<file path="config.mk">
export PLATFORM = sky130hd
export DESIGN_NAME = aluop_fifo
export DESIGN_NICKNAME = d
export VERILOG_FILES = /design/src/rtl/aluop_pkg.sv /design/src/rtl/aluop_enc.sv /design/src/rtl/aluop_fifo.sv
export SDC_FILE = /design/constraint.sdc
export NUM_CORES = 1
export LEC_CHECK = 0
export ABC_CLOCK_PERIOD_IN_PS = 2000
export CAP_MARGIN = 0
export CORE_ASPECT_RATIO = 1.75
export CORE_MARGIN = 5
export CORE_UTILIZATION = 44
export DETAILED_ROUTE_END_ITERATION = 6
export HOLD_SLACK_MARGIN = 0.06
export PLACE_DENSITY = 0.8
export SYNTH_ARGS = -nofsm -noshare
export SYNTH_HDL_FRONTEND = slang
export SYNTH_SLANG_ARGS = --single-unit
</file>
<file path="constraint.sdc">
create_clock -name clk_i -period 2 [get_ports clk_i]
set_input_delay 0.2 -clock clk_i [delete_from_list [all_inputs] [get_ports clk_i]]
set_output_delay 0.2 -clock clk_i [all_outputs]
set_load 0.01 [all_outputs]
</file>
<file path="src/rtl/aluop_pkg.sv">
// Shared definitions for the ALU-op FIFO: class bit positions, 3-bit ALU-op codes,
// encoder result struct and a multi-hot detection helper.
package aluop_pkg;

  localparam int unsigned CLS_W      = 8;
  localparam int unsigned CLS_R      = 0;
  localparam int unsigned CLS_LOAD   = 1;
  localparam int unsigned CLS_STORE  = 2;
  localparam int unsigned CLS_BRANCH = 3;
  localparam int unsigned CLS_I      = 4;
  localparam int unsigned CLS_JALR   = 5;
  localparam int unsigned CLS_JAL    = 6;
  localparam int unsigned CLS_LUI    = 7;

  localparam logic [2:0] ALUOP_R      = 3'b000;
  localparam logic [2:0] ALUOP_LOAD   = 3'b100;
  localparam logic [2:0] ALUOP_STORE  = 3'b101;
  localparam logic [2:0] ALUOP_BRANCH = 3'b010;
  localparam logic [2:0] ALUOP_I      = 3'b001;
  localparam logic [2:0] ALUOP_JALR   = 3'b011;
  localparam logic [2:0] ALUOP_JAL    = 3'b011;
  localparam logic [2:0] ALUOP_LUI    = 3'b110;
  localparam logic [2:0] ALUOP_NONE   = 3'b111;

  typedef struct packed {
    logic [2:0] op;
    logic       multi;
    logic       none;
  } enc_t;

  // Clearing the lowest set bit leaves something only if two or more bits were set.
  function automatic logic multi_hot(input logic [CLS_W-1:0] v);
    return |(v & (v - CLS_W'(1)));
  endfunction

endpackage

</file>
<file path="src/rtl/aluop_enc.sv">
// Combinational priority encoder from instruction-class vector to ALU-op code;
// the lowest set class index wins.
module aluop_enc
  import aluop_pkg::*;
(
  input  logic [CLS_W-1:0] class_i,
  output enc_t             enc_o
);

  // Priority encode the class vector and flag multi-hot / empty vectors.
  always_comb begin
    enc_o.op    = ALUOP_NONE;
    enc_o.multi = multi_hot(class_i);
    enc_o.none  = ~|class_i;
    if (class_i[CLS_R]) begin
      enc_o.op = ALUOP_R;
    end else if (class_i[CLS_LOAD]) begin
      enc_o.op = ALUOP_LOAD;
    end else if (class_i[CLS_STORE]) begin
      enc_o.op = ALUOP_STORE;
    end else if (class_i[CLS_BRANCH]) begin
      enc_o.op = ALUOP_BRANCH;
    end else if (class_i[CLS_I]) begin
      enc_o.op = ALUOP_I;
    end else if (class_i[CLS_JALR]) begin
      enc_o.op = ALUOP_JALR;
    end else if (class_i[CLS_JAL]) begin
      enc_o.op = ALUOP_JAL;
    end else if (class_i[CLS_LUI]) begin
      enc_o.op = ALUOP_LUI;
    end else begin
      enc_o.op = ALUOP_NONE;
    end
  end

endmodule

</file>
<file path="src/rtl/aluop_fifo.sv">
// Decode-to-execute buffer: encodes each accepted class vector to an ALU-op and
// queues it with its tag; counts accepted no-class instructions (saturating).
module aluop_fifo
  import aluop_pkg::*;
#(
  parameter int unsigned OP_W  = 3,
  parameter int unsigned DEPTH = 4,
  parameter int unsigned TAG_W = 5,
  parameter int unsigned CNT_W = 8
) (
  input  logic             clk_i,
  input  logic             rst_ni,
  input  logic             flush_i,
  input  logic             in_valid_i,
  output logic             in_ready_o,
  input  logic [CLS_W-1:0] class_i,
  input  logic [TAG_W-1:0] tag_i,
  output logic             out_valid_o,
  input  logic             out_ready_i,
  output logic [OP_W-1:0]  aluop_o,
  output logic [TAG_W-1:0] tag_o,
  output logic             multi_o,
  output logic [CNT_W-1:0] illegal_cnt_o
);

  localparam int unsigned PTR_W = $clog2(DEPTH);
  localparam int unsigned OCC_W = PTR_W + 1;

  typedef struct packed {
    logic [2:0]       op;
    logic [TAG_W-1:0] tag;
    logic             multi;
  } entry_t;

  entry_t           mem_r [DEPTH];
  logic [PTR_W-1:0] wr_ptr_r;
  logic [PTR_W-1:0] rd_ptr_r;
  logic [OCC_W-1:0] occ_r;
  logic [CNT_W-1:0] illegal_cnt_r;
  enc_t             enc_s;
  entry_t           head_s;
  logic             full_s;
  logic             empty_s;
  logic             push_s;
  logic             pop_s;

  aluop_enc u_enc (
    .class_i (class_i),
    .enc_o   (enc_s)
  );

  // Ready/valid come only from the occupancy register, never from out_ready_i.
  assign full_s  = (occ_r == OCC_W'(DEPTH));
  assign empty_s = (occ_r == OCC_W'(0));
  assign push_s  = in_valid_i && !full_s;
  assign pop_s   = out_ready_i && !empty_s;

  // Storage array; reset to zero so the head fields are never X.
  always_ff @(posedge clk_i or negedge rst_ni) begin
    if (!rst_ni) begin
      for (int unsigned i = 0; i < DEPTH; i++) begin
        mem_r[i] <= '0;
      end
    end else if (push_s && !flush_i) begin
      mem_r[wr_ptr_r] <= '{op: enc_s.op, tag: tag_i, multi: enc_s.multi};
    end
  end

  // Pointer and occupancy bookkeeping; flush discards the cycle's push and pop.
  always_ff @(posedge clk_i or negedge rst_ni) begin
    if (!rst_ni) begin
      wr_ptr_r <= PTR_W'(0);
      rd_ptr_r <= PTR_W'(0);
      occ_r    <= OCC_W'(0);
    end else if (flush_i) begin
      wr_ptr_r <= PTR_W'(0);
      rd_ptr_r <= PTR_W'(0);
      occ_r    <= OCC_W'(0);
    end else begin
      if (push_s) begin
        wr_ptr_r <= wr_ptr_r + PTR_W'(1);
      end
      if (pop_s) begin
        rd_ptr_r <= rd_ptr_r + PTR_W'(1);
      end
      case ({push_s, pop_s})
        2'b10:   occ_r <= occ_r + OCC_W'(1);
        2'b01:   occ_r <= occ_r - OCC_W'(1);
        default: occ_r <= occ_r;
      endcase
    end
  end

  // Saturating illegal-instruction counter; a flush does not clear it.
  always_ff @(posedge clk_i or negedge rst_ni) begin
    if (!rst_ni) begin
      illegal_cnt_r <= CNT_W'(0);
    end else if (push_s && enc_s.none && (illegal_cnt_r != {CNT_W{1'b1}})) begin
      illegal_cnt_r <= illegal_cnt_r + CNT_W'(1);
    end
  end

  // Present the head entry, zero-extending the 3-bit code to OP_W.
  always_comb begin
    head_s       = mem_r[rd_ptr_r];
    aluop_o      = '0;
    aluop_o[2:0] = head_s.op;
    tag_o        = head_s.tag;
    multi_o      = head_s.multi;
  end

  assign in_ready_o    = !full_s;
  assign out_valid_o   = !empty_s;
  assign illegal_cnt_o = illegal_cnt_r;

endmodule

</file>
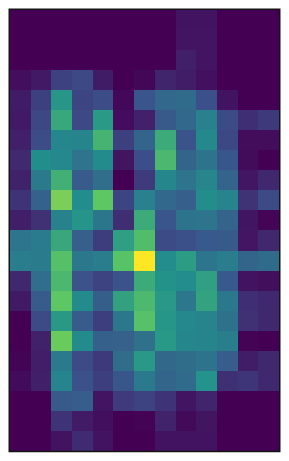
**Above:** signal metal coverage by tile.
Scale: 4 px per um. The die is cut into 13 by 22 equal tiles; dark purple is low, yellow is high, scaled to the fullest tile. Values are wire area over tile area, all layers added.
fullest tile = 0.46
nearly empty tiles = 23%
tiles over half the peak = 12%

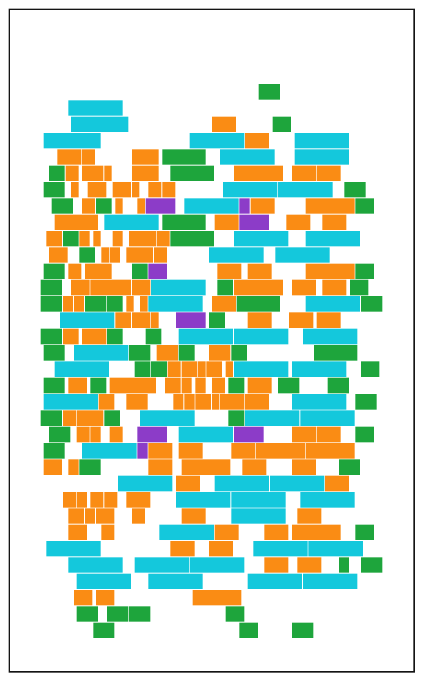
**Above:** cells coloured by class.
Scale: 6 px per um.
sequential cells -> cyan  # cells 51, share of their area 40%
combinational and other logic -> orange  # cells 127, share of their area 38%
remaining buffers and delay cells -> green  # cells 61, share of their area 19%
clock drivers and dummy loads -> purple  # cells 8, share of their area 2.7%

==> flow_metrics.py <==
# Synthesis and PnR figures
metrics = {
    "run_status": {
        "outcome": "completed",
    },
    "final_timing": {
        "worst_slew_pin_slew_ps": 440,
        "whs_ps": 361,
        "setup_viol": 0,
    },
    "logic_synthesis": {
        "ys_top_cells_by_count": "dfrtp_1, mux2_2, mux4_2",
        "async_reset_ff_share_pct": 100,
        "ys_area_mm2": 0.00252,
        "synthAoiAreaFrac_pct": 4.12,
        "ys_types": 41,
        "ys_top_logic_family": "multiplexers",
        "ys_seq_share_pct": 50.6,
        "synthCells": 185,
        "top_cell": "dfrtp_1",
        "ys.flop_type": "dfrtp_1",
        "synth-adder-area-share_pct": 3.67,
        "synth_flops": 51,
        "syn_area_mm2": 0.00252,
    },
    "placed_design": {
        "dp.cells": 313,
        "dpl.hpwl_mm": 3.70,
        "portBuffers": 36,
        "globalplace.congestion": 0.729,
    },
    "finish": {
        "fillers": 491,
        "nNonClkInverters": 4,
        "largest_reg_flops": 36,
        "ff_count": 51,
        "largest_cell_class": "registers",
        "flop_area_mm2": 0.00128,
        "layout.comb_gates.multi_input": 123,
        "diodes": 0,
        "top_register": "mem_r",
        "seq_area_share_pct": 38.8,
        "lay_top_count": "dfrtp_1",
        "clk_share_pct": 2.66,
    },
    "cts": {
        "clkLatencyLatePin_ps": 300,
        "cts-root-buf": "clkbuf_8",
        "cts.clk_slew.worst_paths_ps": 90,
        "postCtsSetupBuffers": 0,
        "post_cts_resized": 9,
        "htreeDepth": 2,
    },
    "setup_path": {
        "slowest_stage": "dfrtp_2",
        "critPathRequiredTime_ps": 1800,
        "crit_type": "reg2out",
        "max_stage_delay_ps": 470,
        "worstPathBufferInverterCount": 3,
        "critical-path-top-delay-family": "buffers and inverters",
        "cp_num_cells": 4,
    },
    "drt": {
        "first_iter_violations": 47,
        "drcViolationCount": 0,
        "ant_nets": 0,
        "num_vias": 1687,
        "routedWlPerCell_um": 15.3,
    },
    "floorplanning": {
        "row_count": 36,
        "chipArea_mm2": 0.00741,
        "core_mm2": 0.00559,
    },
    "pwr": {
        "pwr-share-clk_pct": 16.9,
        "finalPower_w": 0.00349,
    },
    "run": {
        "max_cap_viol_count": 0,
    },
    "global_routing": {
        "use_met1_pct": 18.0,
        "grt_max_degree": 35,
        "grt_pass1_wl_mm": 8.33,
    },
}
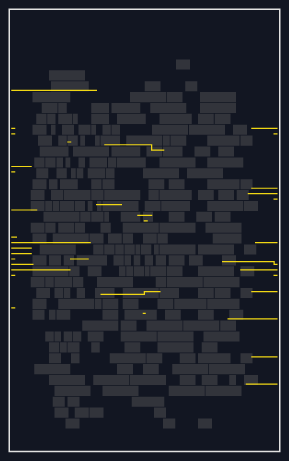
**Above:** the metal 3 layer.
Scale: 4 px per um.
longest straight run = 21.2 um
nets with wire on the layer = 31
main direction = horizontal
wire length on this layer = 216 um
share of all routed wire = 4.4%

-- power groups by stage --
stage	Sequential [W]	Clock (W)	Combinational, W
detailed placement	0.00158	0	0.00142
finish	0.00157	0.000589	0.00134
floorplan	0.00151	0	0.000847
global placement	0.00156	0	0.00140
CTS	0.00156	0.000604	0.00134
global route	0.00161	0.000649	0.00146
-- path summary, 6_finish.rpt --
check,to,from,slack (ps)
hold / removal,mem_r[22],rst_ni,360
setup / recovery,in_ready_o,occ_r[0],60
setup reg to reg,occ_r[2],occ_r[0],160
min in group clk_i,mem_r[32],mem_r[32],510
max in group asynchronous,occ_r[0],rst_ni,1100
hold reg to reg,mem_r[32],mem_r[32],510
Power figures rest on the tool's default switching activity, not on a simulated workload.
